$ cat src/rtl/spi_pkg.sv
// Shared types and helpers for the SPI word slave.
package spi_pkg;

    localparam int WORD_COUNT_W = 16;

    typedef enum logic {
        ST_IDLE   = 1'b0,
        ST_ACTIVE = 1'b1
    } state_t;

    // Data is sampled on the rising sclk edge when CPOL and CPHA agree.
    function automatic logic sample_on_rise(input int cpol, input int cpha);
        return (cpol == cpha);
    endfunction

endpackage

$ cat src/rtl/sync_ff.sv
// Multi-flop synchroniser for a single asynchronous input bit.
module sync_ff #(
    parameter int   DEPTH   = 2,
    parameter logic RST_VAL = 1'b0
) (
    input  logic clk,
    input  logic rst_n,
    input  logic d,
    output logic q
);

    logic [DEPTH-1:0] stages;

    // Shift the pin value through the chain; reset parks it at the inactive level.
    always_ff @(posedge clk or negedge rst_n) begin
        if (!rst_n) begin
            stages <= {DEPTH{RST_VAL}};
        end else begin
            stages <= {stages[DEPTH-2:0], d};
        end
    end

    assign q = stages[DEPTH-1];

endmodule

$ cat src/rtl/spi_word_slave.sv
// SPI slave that assembles WIDTH-bit words, oversampling sclk/ss_n/mosi on clk.
// Define SPI_WORD_SLAVE_MISO_EN to build the transmit path (miso, tx_data/tx_load,
// tx_ready); without it miso and tx_ready are tied low.
//
// state     | meaning
// ----------+-------------------------------------------------
// ST_IDLE   | slave not selected, sclk ignored, outputs held
// ST_ACTIVE | slave selected, shifting bits on sclk edges
module spi_word_slave
    import spi_pkg::*;
#(
    parameter int WIDTH       = 8,
    parameter int CPOL        = 0,
    parameter int CPHA        = 0,
    parameter int MSB_FIRST   = 1,
    parameter int SYNC_STAGES = 2
) (
    input  logic                    clk,
    input  logic                    rst_n,
    input  logic                    sclk,
    input  logic                    ss_n,
    input  logic                    mosi,
    output logic                    miso,
    output logic [WIDTH-1:0]        rx_data,
    output logic                    rx_valid,
    output logic                    sot,
    output logic                    eot,
    output logic                    frame_err,
    output logic [WORD_COUNT_W-1:0] word_count,
    input  logic [WIDTH-1:0]        tx_data,
    input  logic                    tx_load,
    output logic                    tx_ready
);

    localparam int               CNT_W       = $clog2(WIDTH);
    localparam logic [CNT_W-1:0] LAST_BIT    = CNT_W'(WIDTH - 1);
    localparam logic             SAMPLE_RISE = sample_on_rise(CPOL, CPHA);

    logic sclk_s, ss_n_s, mosi_s;
    logic sclk_d, ss_d;
    logic [1:0] settle_cnt;
    logic armed;
    logic sclk_rise, sclk_fall, sample_edge, shift_edge;
    logic ss_fall, ss_rise;
    state_t state, state_next;
    logic frame_start, frame_end;
    logic [CNT_W-1:0] bit_cnt;
    logic [WIDTH-1:0] rx_shift;
    logic first_word;
    logic word_done;
    logic last_sample;

    sync_ff #(.DEPTH(SYNC_STAGES), .RST_VAL(1'(CPOL))) u_sync_sclk (
        .clk(clk), .rst_n(rst_n), .d(sclk), .q(sclk_s)
    );
    sync_ff #(.DEPTH(SYNC_STAGES), .RST_VAL(1'b1)) u_sync_ss (
        .clk(clk), .rst_n(rst_n), .d(ss_n), .q(ss_n_s)
    );
    sync_ff #(.DEPTH(SYNC_STAGES), .RST_VAL(1'b0)) u_sync_mosi (
        .clk(clk), .rst_n(rst_n), .d(mosi), .q(mosi_s)
    );

    // Edge history; armed only once the flushed synchroniser shows ss_n high, so a
    // select held low across reset release cannot start a frame.
    always_ff @(posedge clk or negedge rst_n) begin
        if (!rst_n) begin
            sclk_d     <= 1'(CPOL);
            ss_d       <= 1'b1;
            settle_cnt <= '0;
            armed      <= 1'b0;
        end else begin
            sclk_d <= sclk_s;
            ss_d   <= ss_n_s;
            if (settle_cnt != 2'(SYNC_STAGES)) begin
                settle_cnt <= settle_cnt + 2'd1;
            end
            if (settle_cnt == 2'(SYNC_STAGES) && ss_n_s) begin
                armed <= 1'b1;
            end
        end
    end

    assign sclk_rise   = sclk_s & ~sclk_d;
    assign sclk_fall   = ~sclk_s & sclk_d;
    assign sample_edge = SAMPLE_RISE ? sclk_rise : sclk_fall;
    assign shift_edge  = SAMPLE_RISE ? sclk_fall : sclk_rise;
    assign ss_fall     = ss_d & ~ss_n_s & armed;
    assign ss_rise     = ~ss_d & ss_n_s;
    assign last_sample = (state == ST_ACTIVE) && sample_edge && (bit_cnt == LAST_BIT);

    // State register.
    always_ff @(posedge clk or negedge rst_n) begin
        if (!rst_n) begin
            state <= ST_IDLE;
        end else begin
            state <= state_next;
        end
    end

    // Next-state logic with frame start/end strobes.
    always_comb begin
        state_next  = state;
        frame_start = 1'b0;
        frame_end   = 1'b0;
        case (state)
            ST_IDLE: begin
                if (ss_fall) begin
                    state_next  = ST_ACTIVE;
                    frame_start = 1'b1;
                end
            end
            ST_ACTIVE: begin
                if (ss_rise) begin
                    state_next = ST_IDLE;
                    frame_end  = 1'b1;
                end
            end
            default: state_next = ST_IDLE;
        endcase
    end

    // Receive datapath: shift on sample edges, publish the word one cycle after the last bit.
    always_ff @(posedge clk or negedge rst_n) begin
        if (!rst_n) begin
            bit_cnt    <= '0;
            rx_shift   <= '0;
            first_word <= 1'b0;
            word_done  <= 1'b0;
            rx_data    <= '0;
            rx_valid   <= 1'b0;
            sot        <= 1'b0;
            eot        <= 1'b0;
            frame_err  <= 1'b0;
            word_count <= '0;
        end else begin
            rx_valid  <= 1'b0;
            sot       <= 1'b0;
            eot       <= 1'b0;
            frame_err <= 1'b0;
            word_done <= 1'b0;
            if (frame_start) begin
                bit_cnt    <= '0;
                word_count <= '0;
                first_word <= 1'b1;
                rx_shift   <= '0;
            end else if (frame_end) begin
                eot       <= 1'b1;
                frame_err <= (bit_cnt != '0);
                bit_cnt   <= '0;
                rx_shift  <= '0;
            end else if (state == ST_ACTIVE && sample_edge) begin
                if (MSB_FIRST != 0) begin
                    rx_shift <= {rx_shift[WIDTH-2:0], mosi_s};
                end else begin
                    rx_shift <= {mosi_s, rx_shift[WIDTH-1:1]};
                end
                if (bit_cnt == LAST_BIT) begin
                    bit_cnt   <= '0;
                    word_done <= 1'b1;
                end else begin
                    bit_cnt <= bit_cnt + 1'b1;
                end
            end
            if (word_done) begin
                rx_data    <= rx_shift;
                rx_valid   <= 1'b1;
                sot        <= first_word;
                first_word <= 1'b0;
                if (word_count != {WORD_COUNT_W{1'b1}}) begin
                    word_count <= word_count + 1'b1;
                end
            end
        end
    end

`ifdef SPI_WORD_SLAVE_MISO_EN
    logic [WIDTH-1:0] tx_hold, tx_shift, next_word;
    logic             tx_ready_q, miso_q;

    function automatic logic head_bit(input logic [WIDTH-1:0] w);
        return (MSB_FIRST != 0) ? w[WIDTH-1] : w[0];
    endfunction

    function automatic logic [WIDTH-1:0] advance(input logic [WIDTH-1:0] w);
        return (MSB_FIRST != 0) ? (w << 1) : (w >> 1);
    endfunction

    // An empty holding register feeds zeros into the shifter.
    assign next_word = tx_ready_q ? '0 : tx_hold;

    // Transmit path: reload at frame start and word boundaries, drive miso on shift edges.
    always_ff @(posedge clk or negedge rst_n) begin
        if (!rst_n) begin
            tx_hold    <= '0;
            tx_shift   <= '0;
            tx_ready_q <= 1'b1;
            miso_q     <= 1'b0;
        end else begin
            if (frame_start || last_sample) begin
                tx_ready_q <= 1'b1;
                if (frame_start && CPHA == 0) begin
                    miso_q   <= head_bit(next_word);
                    tx_shift <= advance(next_word);
                end else begin
                    tx_shift <= next_word;
                end
            end else if (state == ST_ACTIVE && shift_edge && !frame_end) begin
                miso_q   <= head_bit(tx_shift);
                tx_shift <= advance(tx_shift);
            end
            if (frame_end) begin
                miso_q <= 1'b0;
            end
            if (tx_load && tx_ready_q) begin
                tx_hold    <= tx_data;
                tx_ready_q <= 1'b0;
            end
        end
    end

    assign miso     = miso_q;
    assign tx_ready = tx_ready_q;
`else
    logic unused_tx;
    assign unused_tx = ^{tx_data, tx_load, last_sample};
    assign miso      = 1'b0;
    assign tx_ready  = 1'b0;
`endif

endmodule

$ cat config.mk
export PLATFORM = sky130hd
export DESIGN_NAME = spi_word_slave
export DESIGN_NICKNAME = d
export VERILOG_FILES = /design/src/rtl/spi_pkg.sv /design/src/rtl/sync_ff.sv /design/src/rtl/spi_word_slave.sv
export SDC_FILE = /design/constraint.sdc
export NUM_CORES = 1
export LEC_CHECK = 0
export CAP_MARGIN = 30
export CELL_PAD_IN_SITES_DETAIL_PLACEMENT = 0
export CELL_PAD_IN_SITES_GLOBAL_PLACEMENT = 1
export CORE_ASPECT_RATIO = 0.6
export CORE_MARGIN = 8
export CORE_UTILIZATION = 35
export DETAILED_ROUTE_END_ITERATION = 8
export DONT_BUFFER_PORTS = 1
export PLACE_DENSITY = 0.57
export REMOVE_ABC_BUFFERS = 1
export SKIP_CTS_REPAIR_TIMING = 1
export SYNTH_ARGS = -nofsm -noshare
export SYNTH_HDL_FRONTEND = slang
export SYNTH_HIERARCHICAL = 1
export SYNTH_SLANG_ARGS = --single-unit
$ cat constraint.sdc
create_clock -name clk -period 3.45 [get_ports clk]
set_input_delay 0.5175 -clock clk [delete_from_list [all_inputs] [get_ports clk]]
set_output_delay 0.5175 -clock clk [all_outputs]
set_load 0.01 [all_outputs]
### Wires at chosen ports, followed through buffers

(2 px per um)
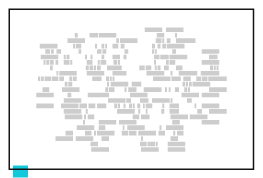
| colour | port | bits | direction | end cells | buffers |
|---|---|---|---|---|---|
| cyan | tx_data | 8 | input | 0 | 0 |
io pins: 44
buffers added on ports: 0

### Pin placement

(4 px per um) Pins as bars across the die edge, other pins in grey.
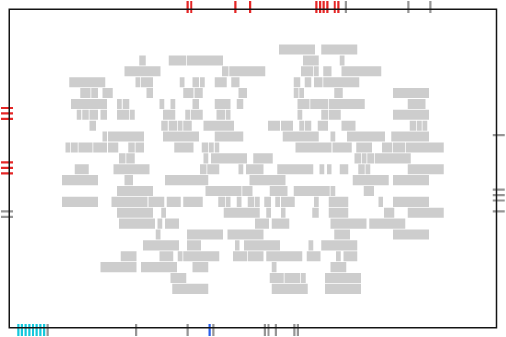
| colour | port | pins | direction | edge |
|---|---|---|---|---|
| blue | rx_valid | 1 | output | south |
| cyan | tx_data | 8 | input | south |
| red | word_count | 16 | output | 10 north, 6 west |
all pins by edge: 18 south, 13 north, 8 west, 5 east

### Signal wires by layer

(4 px per um) Only two layers are drawn.
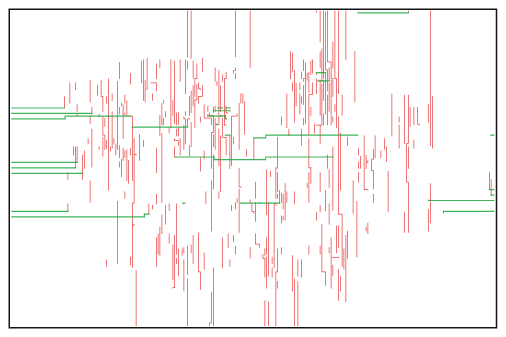
| colour | layer | wire length |
|---|---|---|
| green | metal 3 | 316 um |
| red | metal 2 | 2,030 um |

==> commit_impl_results.txt <==
Add synthesis and place-and-route results

- The run finished with clean final reports.
* Antenna violation net count after detailed routing: 0
- Antenna violations before repair: 0
- Dominant register cell in the synthesized netlist: dfrtp_1
* Maximum single-stage delay on the critical path: approximately 490 ps
- After synthesis, the netlist uses roughly 50 different library cells.
- Comb power frac: 0.049
- The final timing report lists a max-slew violation count of 0.
- Height of the chip: approximately 79 um
- After technology mapping, the gate count stands at between 200 and 250.
- For this run, the total global-route usage over all layers was measured as 0.104.
- H-tree depth reported by CTS: 2
* Non-filler cells, final: approximately 290
* First-pass GRT wire length: a little under 8000 um
- The worst register-to-register path depth is 6.
- After legalization and detailed placement, the total HPWL measured around 3400 um.
- Leading cell types by count after synthesis: 50 x dfrtp_1, 19 x nor2_1, 14 x nand2_1, 12 x inv_1, 10 x mux2i_1
* Clock group share of total power: 0.383
- Entering global routing, the biggest net connects ~54 pins.
- Wire length reported by the detailed router: about 5000 um
* Clock skew after layout: between 9 and 10 ps
- Switching part of the total: 0.218
- Post-Syn Area per Cell: between 10 and 15 um^2
- IR drop worst, VDD: between 0.15 and 0.2 mV
* Horiz. Die Dim: around 120 um
- Library cell with the largest summed area after synthesis: dfrtp_1
* Total count of hold-check failures in the final report: 0
* Cell Rows: 23
* Count of warnings emitted by yosys: 6
* Routability congestion estimate from global placement: around 0.73
- The final antenna diode tally reported by the flow is 0.
* DRC violation count after routing: 0
* Final Critical Period: 2200 ps
- In this run the critical register-to-register path is launched from word_count[0]$_DFF_PN0_.
- Fraction of the cycle the final worst path needs: 0.639
- Count of endpoints failing setup in the final report: 0
- PD cells: about 450 nW/um^2
- Critical path class: reg -> reg
- Post-Route Hold Slack: between 50 and 60 ps
- TritonCTS created 5 clock buffers.
* Routed length per instance: between 15 and 20 um
## per-layer routing
metal | share of wire | track usage
met1 | 0.52 | 0.148
met2 | 0.40 | 0.139
met3 | 0.063 | 0.0425
met4 | 0.011 | 0.0294
met5 | 0 | 0
## registers in the layout (all words and copies together), names as in the netlist
register	count
ss_d	1
bit_cnt	3
word_count	16
armed	1
rx_shift	8
state	1
rx_valid	1
settle_cnt	2
word_done	1
frame_err	1
first_word	1
sclk_d	1
u_sync_sclk/stages	2
u_sync_mosi/stages	2
sot	1
eot	1
rx_data	8
u_sync_ss/stages	2
## final cells by class
class / count / area (um^2) / share of cell area
Sequential cell: 53 / 1330 / 0.523
Multi-Input combinational cell: 131 / 910 / 0.357
Tap cell: 87 / 109 / 0.0428
Clock buffer: 7 / 86.3 / 0.0339
Inverter: 12 / 45.0 / 0.0177
Timing Repair Buffer: 2 / 35.0 / 0.0138
Clock inverter: 1 / 30.0 / 0.0118
## metrics by stage
| stage | util | cell area [um^2] | worst slack, ps |
|---|---|---|---|
| finish | 0.388 | 2540 | 1250 |
| detailed placement | 0.366 | 2400 | 1290 |
| CTS | 0.384 | 2520 | 1260 |
| floorplan | - | 2280 | 1570 |
| global placement | 0.366 | 2400 | 1320 |
| global route | 0.388 | 2540 | 1130 |
## how the worst max path moves through the flow
stage | startpoint | end | slack, ps | cells after the start
after floorplan | word_count[0]$_DFF_PN0_ | word_count[15]$_DFF_PN0_ | 1570 | 5
after global placement | word_count[0]$_DFF_PN0_ | word_count[13]$_DFF_PN0_ | 1320 | 6
after detailed placement | word_count[1]$_DFF_PN0_ | word_count[13]$_DFF_PN0_ | 1290 | 6
after CTS | word_count[0]$_DFF_PN0_ | word_count[13]$_DFF_PN0_ | 1260 | 6
after global routing | word_count[0]$_DFF_PN0_ | word_count[9]$_DFF_PN0_ | 1130 | 6
final | word_count[0]$_DFF_PN0_ | word_count[9]$_DFF_PN0_ | 1250 | 6
## cells by family after synthesis
kind of cell,synth area share
DFF,0.570
xor gates and xnor gates,0.0113
and+or+nand+nor,0.151
buffers and inverters,0.0418
other,0.00161
AOI/OAI and AO/OA,0.116
adders and majority gates,0.0268
muxes,0.0815
## cell usage in the layout, fill, tap and decap left out, types with 2 or more instances in the layout
master / n
nand3b_1: 2
o21ai_0: 8
mux2_2: 8
conb_1: 2
nor2_1: 19
o21ai_1: 2
nand2_1: 14
a21oi_1: 7
a22o_1: 4
nand4_1: 2
mux2i_1: 10
and3_1: 2
ha_1: 5
inv_1: 12
or3_1: 2
xnor2_1: 2
nor3_1: 5
a21o_1: 3
dfstp_2: 3
clkbuf_8: 6
nand3_1: 7
a31oi_1: 3
dfrtp_1: 50
## critical path, delay by kind of cell (launching register included)
family	cells	cell delay, ps
adder cells (fa/ha/maj)	1	250
flip-flops	1	490
AND/OR/NAND/NOR	2	600
AND-OR/OR-AND	3	760
## power by group through the flow
stage / sequential (mW) / clock (mW) / combinational [mW]
3_3_place_gp: 0.661 / 0 / 0.0404
2_1_floorplan: 0.659 / 0 / 0.0328
6_report: 0.650 / 0.438 / 0.0556
5_1_grt: 0.652 / 0.472 / 0.0646
3_5_place_dp: 0.662 / 0 / 0.0416
4_1_cts: 0.650 / 0.451 / 0.0422
Power figures rest on the tool's default switching activity, not on a simulated workload.
